## src/rtl/ex_div.sv

```systemverilog
// ----------------------------------------------------------------------------
// ex_div -- iterative radix-2 restoring divider for RV32M DIV/DIVU/REM/REMU.
//
// Sits beside the ALU in EX. While a divide occupies EX it raises
// stall_req_ex so the front of the pipeline holds. It drops the request for
// the single DONE cycle so the instruction leaves EX with its result.
//
// Ports:
//   clk           clock
//   rst           synchronous reset, active-high
//   start         ID/EX holds a divide (held high while it sits in EX)
//   op [1:0]      00 DIV, 01 DIVU, 10 REM, 11 REMU (sampled with start in IDLE)
//   rs1 [XLEN-1:0] dividend (sampled with start in IDLE)
//   rs2 [XLEN-1:0] divisor  (sampled with start in IDLE)
//   flush         cancel any operation in flight (priority over start)
//   stall_req_ex  stall request to the stall controller (combinational)
//   done          one-cycle pulse, result valid
//   result        quotient or remainder; holds until the next done
//
// Build option:
//   DIV_EARLY_OUT_EN  when defined, divide-by-zero and signed overflow skip
//                     the iteration and go IDLE -> DONE directly. The result
//                     values are identical either way.
// ----------------------------------------------------------------------------
module ex_div #(
    parameter int XLEN = 32
) (
    input  logic            clk,
    input  logic            rst,
    input  logic            start,
    input  logic [1:0]      op,
    input  logic [XLEN-1:0] rs1,
    input  logic [XLEN-1:0] rs2,
    input  logic            flush,
    output logic            stall_req_ex,
    output logic            done,
    output logic [XLEN-1:0] result
);

    localparam int CW = $clog2(XLEN);
    localparam logic [XLEN-1:0] MIN_NEG = {1'b1, {(XLEN-1){1'b0}}};

    typedef enum logic [1:0] {IDLE, BUSY, DONE} state_t;

    state_t          state_reg, state_next;
    logic [CW-1:0]   cnt_reg;
    logic [1:0]      op_reg;
    logic [XLEN-1:0] dvd_reg;      // dividend shifts out MSB-first, quotient shifts in
    logic [XLEN-1:0] dsr_reg;      // divisor magnitude
    logic [XLEN-1:0] rem_reg;      // partial remainder (always < divisor)
    logic [XLEN-1:0] rs1_reg;      // original rs1, needed for the divide-by-zero remainder
    logic            neg_quo_reg;
    logic            neg_rem_reg;
    logic            div0_reg;
    logic            ovf_reg;
    logic [XLEN-1:0] result_reg;

    // Result forced by the RISC-V special cases: divide by zero gives
    // quotient all ones / remainder rs1; signed overflow gives MIN / 0.
    function automatic logic [XLEN-1:0] special_res(
        input logic [1:0]      o,
        input logic            d0,
        input logic [XLEN-1:0] a
    );
        if (d0)
            return o[1] ? a : '1;
        else
            return o[1] ? '0 : MIN_NEG;
    endfunction

    // ---------------- operand preparation (IDLE) ----------------
    logic            is_signed;
    logic            rs1_neg, rs2_neg;
    logic [XLEN-1:0] rs1_mag, rs2_mag;
    logic            div0_in, ovf_in, special_in;
    logic            accept;

    assign is_signed  = ~op[0];
    assign rs1_neg    = is_signed & rs1[XLEN-1];
    assign rs2_neg    = is_signed & rs2[XLEN-1];
    assign rs1_mag    = rs1_neg ? -rs1 : rs1;
    assign rs2_mag    = rs2_neg ? -rs2 : rs2;
    assign div0_in    = (rs2 == '0);
    assign ovf_in     = is_signed & (rs1 == MIN_NEG) & (rs2 == '1);
    assign special_in = div0_in | ovf_in;
    assign accept     = (state_reg == IDLE) & start & ~flush;

    // ---------------- one restoring step (BUSY) ----------------
    // The trial remainder is XLEN+1 bits. Because rem_reg < divisor, the
    // difference can never reach 2^XLEN when positive, so its top bit is a
    // clean borrow flag.
    logic [XLEN:0]   trial, sub;
    logic            q_bit;
    logic [XLEN-1:0] rem_step, dvd_step;
    logic            last_step;
    logic [XLEN-1:0] quo_fix, rem_fix, final_res;

    assign trial     = {rem_reg, dvd_reg[XLEN-1]};
    assign sub       = trial - {1'b0, dsr_reg};
    assign q_bit     = ~sub[XLEN];
    assign rem_step  = q_bit ? sub[XLEN-1:0] : trial[XLEN-1:0];
    assign dvd_step  = {dvd_reg[XLEN-2:0], q_bit};
    assign last_step = (cnt_reg == CW'(XLEN-1));

    assign quo_fix   = neg_quo_reg ? -dvd_step : dvd_step;
    assign rem_fix   = neg_rem_reg ? -rem_step : rem_step;
    assign final_res = (div0_reg | ovf_reg) ? special_res(op_reg, div0_reg, rs1_reg)
                                            : (op_reg[1] ? rem_fix : quo_fix);

    // ---------------- next-state logic ----------------
    always_comb begin
        state_next = state_reg;
        case (state_reg)
            IDLE: begin
                if (accept) begin
`ifdef DIV_EARLY_OUT_EN
                    state_next = special_in ? DONE : BUSY;
`else
                    state_next = BUSY;
`endif
                end
            end
            BUSY:    if (last_step) state_next = DONE;
            DONE:    state_next = IDLE;
            default: state_next = IDLE;
        endcase
        if (flush) state_next = IDLE;
    end

    // ---------------- registers ----------------
    always_ff @(posedge clk) begin
        if (rst) begin
            state_reg   <= IDLE;
            cnt_reg     <= '0;
            op_reg      <= '0;
            dvd_reg     <= '0;
            dsr_reg     <= '0;
            rem_reg     <= '0;
            rs1_reg     <= '0;
            neg_quo_reg <= 1'b0;
            neg_rem_reg <= 1'b0;
            div0_reg    <= 1'b0;
            ovf_reg     <= 1'b0;
            result_reg  <= '0;
        end else begin
            state_reg <= state_next;
            case (state_reg)
                IDLE: begin
                    if (accept) begin
                        op_reg      <= op;
                        dvd_reg     <= rs1_mag;
                        dsr_reg     <= rs2_mag;
                        rem_reg     <= '0;
                        rs1_reg     <= rs1;
                        cnt_reg     <= '0;
                        neg_quo_reg <= rs1_neg ^ rs2_neg;
                        neg_rem_reg <= rs1_neg;
                        div0_reg    <= div0_in;
                        ovf_reg     <= ovf_in;
`ifdef DIV_EARLY_OUT_EN
                        if (special_in)
                            result_reg <= special_res(op, div0_in, rs1);
`endif
                    end
                end
                BUSY: begin
                    // A flush abandons the divide: state returns to IDLE and
                    // the datapath is simply left for the next accept to reload.
                    if (!flush) begin
                        dvd_reg <= dvd_step;
                        rem_reg <= rem_step;
                        cnt_reg <= last_step ? '0 : cnt_reg + CW'(1);
                        if (last_step)
                            result_reg <= final_res;
                    end
                end
                default: ;
            endcase
        end
    end

    // ---------------- outputs ----------------
    assign done         = (state_reg == DONE);
    assign result       = result_reg;
    assign stall_req_ex = ~rst & ~flush &
                          (((state_reg == IDLE) & start) | (state_reg == BUSY));

endmodule
```

## config.mk

```make
export PLATFORM = sky130hd
export DESIGN_NAME = ex_div
export DESIGN_NICKNAME = d
export VERILOG_FILES = /design/src/rtl/ex_div.sv
export SDC_FILE = /design/constraint.sdc
export NUM_CORES = 1
export LEC_CHECK = 0
export CORE_AREA = 2 2 210 212
export DETAILED_ROUTE_END_ITERATION = 12
export DIE_AREA = 0 0 212 214
export PLACE_DENSITY = 0.45
export SYNTH_ARGS = -nofsm -noshare
export SYNTH_HDL_FRONTEND = slang
export SYNTH_SLANG_ARGS = --single-unit
```

## constraint.sdc

```tcl
create_clock -name clk -period 4.8 [get_ports clk]
set_input_delay 1.2 -clock clk [delete_from_list [all_inputs] [get_ports clk]]
set_output_delay 1.2 -clock clk [all_outputs]
set_load 0.02 [all_outputs]
```

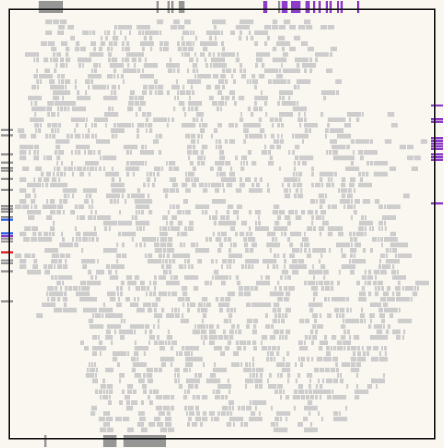
*Pin map*
(2 px per um) Pins as bars across the die edge, other pins in gray.
color	port	pins	direction	edge
purple	result	32	output	19 north, 12 east, 1 west
blue	op	2	input	west
red	flush	1	input	west
Die Width: 212 um
Die Height: 214 um
Buffers on Ports: 103

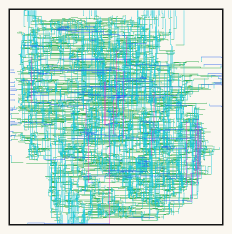
*Wiring by layer*
(1 px per um)
color	layer	wire length
magenta	M4	880 um
green	M1	25.3 mm
cyan	M2	21.9 mm
blue	M3	2310 um
Total GRT Usage: 22.34%
vias post-DR: 13.32k
wire per inst: 20.69 um
Post-Route WL: 50.39 mm

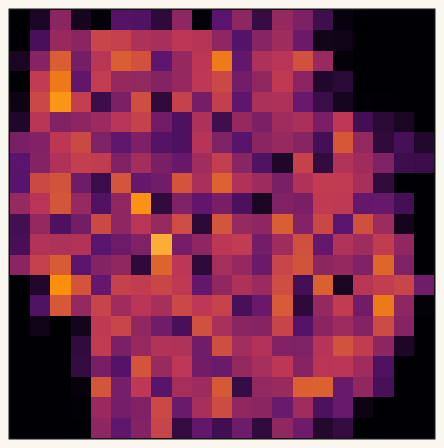
*Cell density map*
(2 px per um) 21 x 21 tiles, from black (low) to pale yellow (high), 0 to 100% covered.
fullest tile	82%
nearly empty tiles	16%
tiles over 75% full	0.90%
core box area: 42890 sq um
post-layout util: 35.26%
fp util: 29.70%

==> summary.txt <==
run results: clock slew at reported path FFs 80 ps, Fin. Hold Viols 0, worst-margin pin slew ~1100 ps, Largest stage delay, worst path 570 ps, Worst Hold Depth 2, Gate power share 24.0%, leakage power around 5.5 nW, Register Area about 3400 sq um, busiest grt layer met2, max-cap viol count 0, worst reg2reg path startpoint rem_reg[22], fill count ~4.7k, R2R Setup Slk between 200 and 250 ps, final std cells w/o fill roughly 2.4k, first-pass GRT wire length about 77 mm, Comb group 0.966 mW, Critical Path RT ~5200 ps, Mux area share around 1.8%, Synth Warn # 0, Fin Clk Skew 11.70 ps, Root Driver clkbuf_16, slew margin rel. approximately a quarter, Worst path top cell family by delay simple AND/OR/NAND/NOR gates, critical path launch point type flip-flop, max layer used met4, sw power roughly 1.4 mW, dpl cell area around 14000 sq um, H-tree levels 4, Via density between 5 and 6, post-layout period usage a little over nine tenths, FP Rows ~76, DIE AREA 45370 sq um, # Post-CTS Setup Buffers 0, dpl cells 2402, register share after synthesis between 20% and 30%, Post-synth EDFFs 0, Tool Warnings 32, post-synthesis instance total between 1.5k and 2k, HPWL after detailed placement between 30 and 40 mm, Post-Syn Area 12740 sq um, DR pass1 iterations 5, drt first-iter violations roughly 1.1k, Reg2Reg Depth 19, Synth area leader dfxtp_1, CTS tree yes, Clock Power approximately 1.5 mW, main flop type dfxtp_1, WL met3 roughly 2.3 mm, initial antenna violation count 1, Endpoint, Worst Hold rs1_reg[6], Adder Share, Synth 3.989%, number of global-route vias before repair approximately 12k, Clock Sink Count around 170, Max power group registers, GR Layer Usage met2 33.55%, Reg power frac roughly two fifths, grt ovf 0, YS chip area 12740 sq um, Cell Pwr Density ~270 nW/um^2, fin. max-slew vios 0, post-route ant nets 0, CP Buf/Inv Count 1, status complete, no violations
[through the flow]
stage	setup slack [ps]	setup TNS, ps	total power [mW]	hold slack, ps	utilization, %
3_5_place_dp	-20.80	-20.80	2.527	445.7	33.74
5_1_grt	4.625	0	4.215	473.4	35.25
3_3_place_gp	-62.49	-62.49	2.526	442.2	33.74
4_1_cts	60.55	0	4.051	457.0	35.16
6_report	242.2	0	4.019	455.0	35.26
2_1_floorplan	-46.60	-46.60	2.170	431.2	-
[what timing repair did]
action	4_1_cts	5_1_grt
endpoints found under the setup margin	0	5
gates resized	0	6
hold buffers	0	0
[layout make-up]
class / instances / share of cell area [%]
multi-input cells: 1428 / 57.37
flip-flops and latches: 172 / 22.77
repair buffers: 154 / 9.415
well taps: 585 / 4.840
clock buffers: 18 / 2.838
inverters: 63 / 1.564
clock inverters: 14 / 1.175
diodes: 2 / 0.03309
[cell usage after synthesis (9+ instances only)]
cell type,n
and3_1,13
nand3_1,27
or3_1,35
ha_1,39
o31ai_1,22
a211oi_1,60
a22oi_1,21
a21oi_1,188
dfxtp_1,172
mux2i_1,18
clkbuf_1,93
inv_1,60
o41ai_1,12
a31oi_1,23
nor2b_1,9
nor2_1,234
nand2_1,192
nand2b_1,18
a21o_1,13
buf_2,11
or4_1,14
o21ai_0,117
o22ai_1,9
xnor2_1,52
xor2_1,62
nor3_1,44
a311oi_1,17
nand4_1,22
o211ai_1,17
nor4_1,16
[how the worst max path moves through the flow]
stage / from / endpoint / slack (ps) / cells past startpoint
floorplan: dvd_reg[31] / result[28] / -50 / 24
finish: rem_reg[22] / result[28] / 240 / 19
global placement: rs2[8] / dsr_reg[30] / -60 / 11
CTS: dvd_reg[31] / result[28] / 60 / 22
global route: dvd_reg[31] / result[28] / 5 / 22
detailed placement: rs2[8] / dsr_reg[30] / -20 / 11
No activity file was given, so power comes from the tool's default toggle rates.
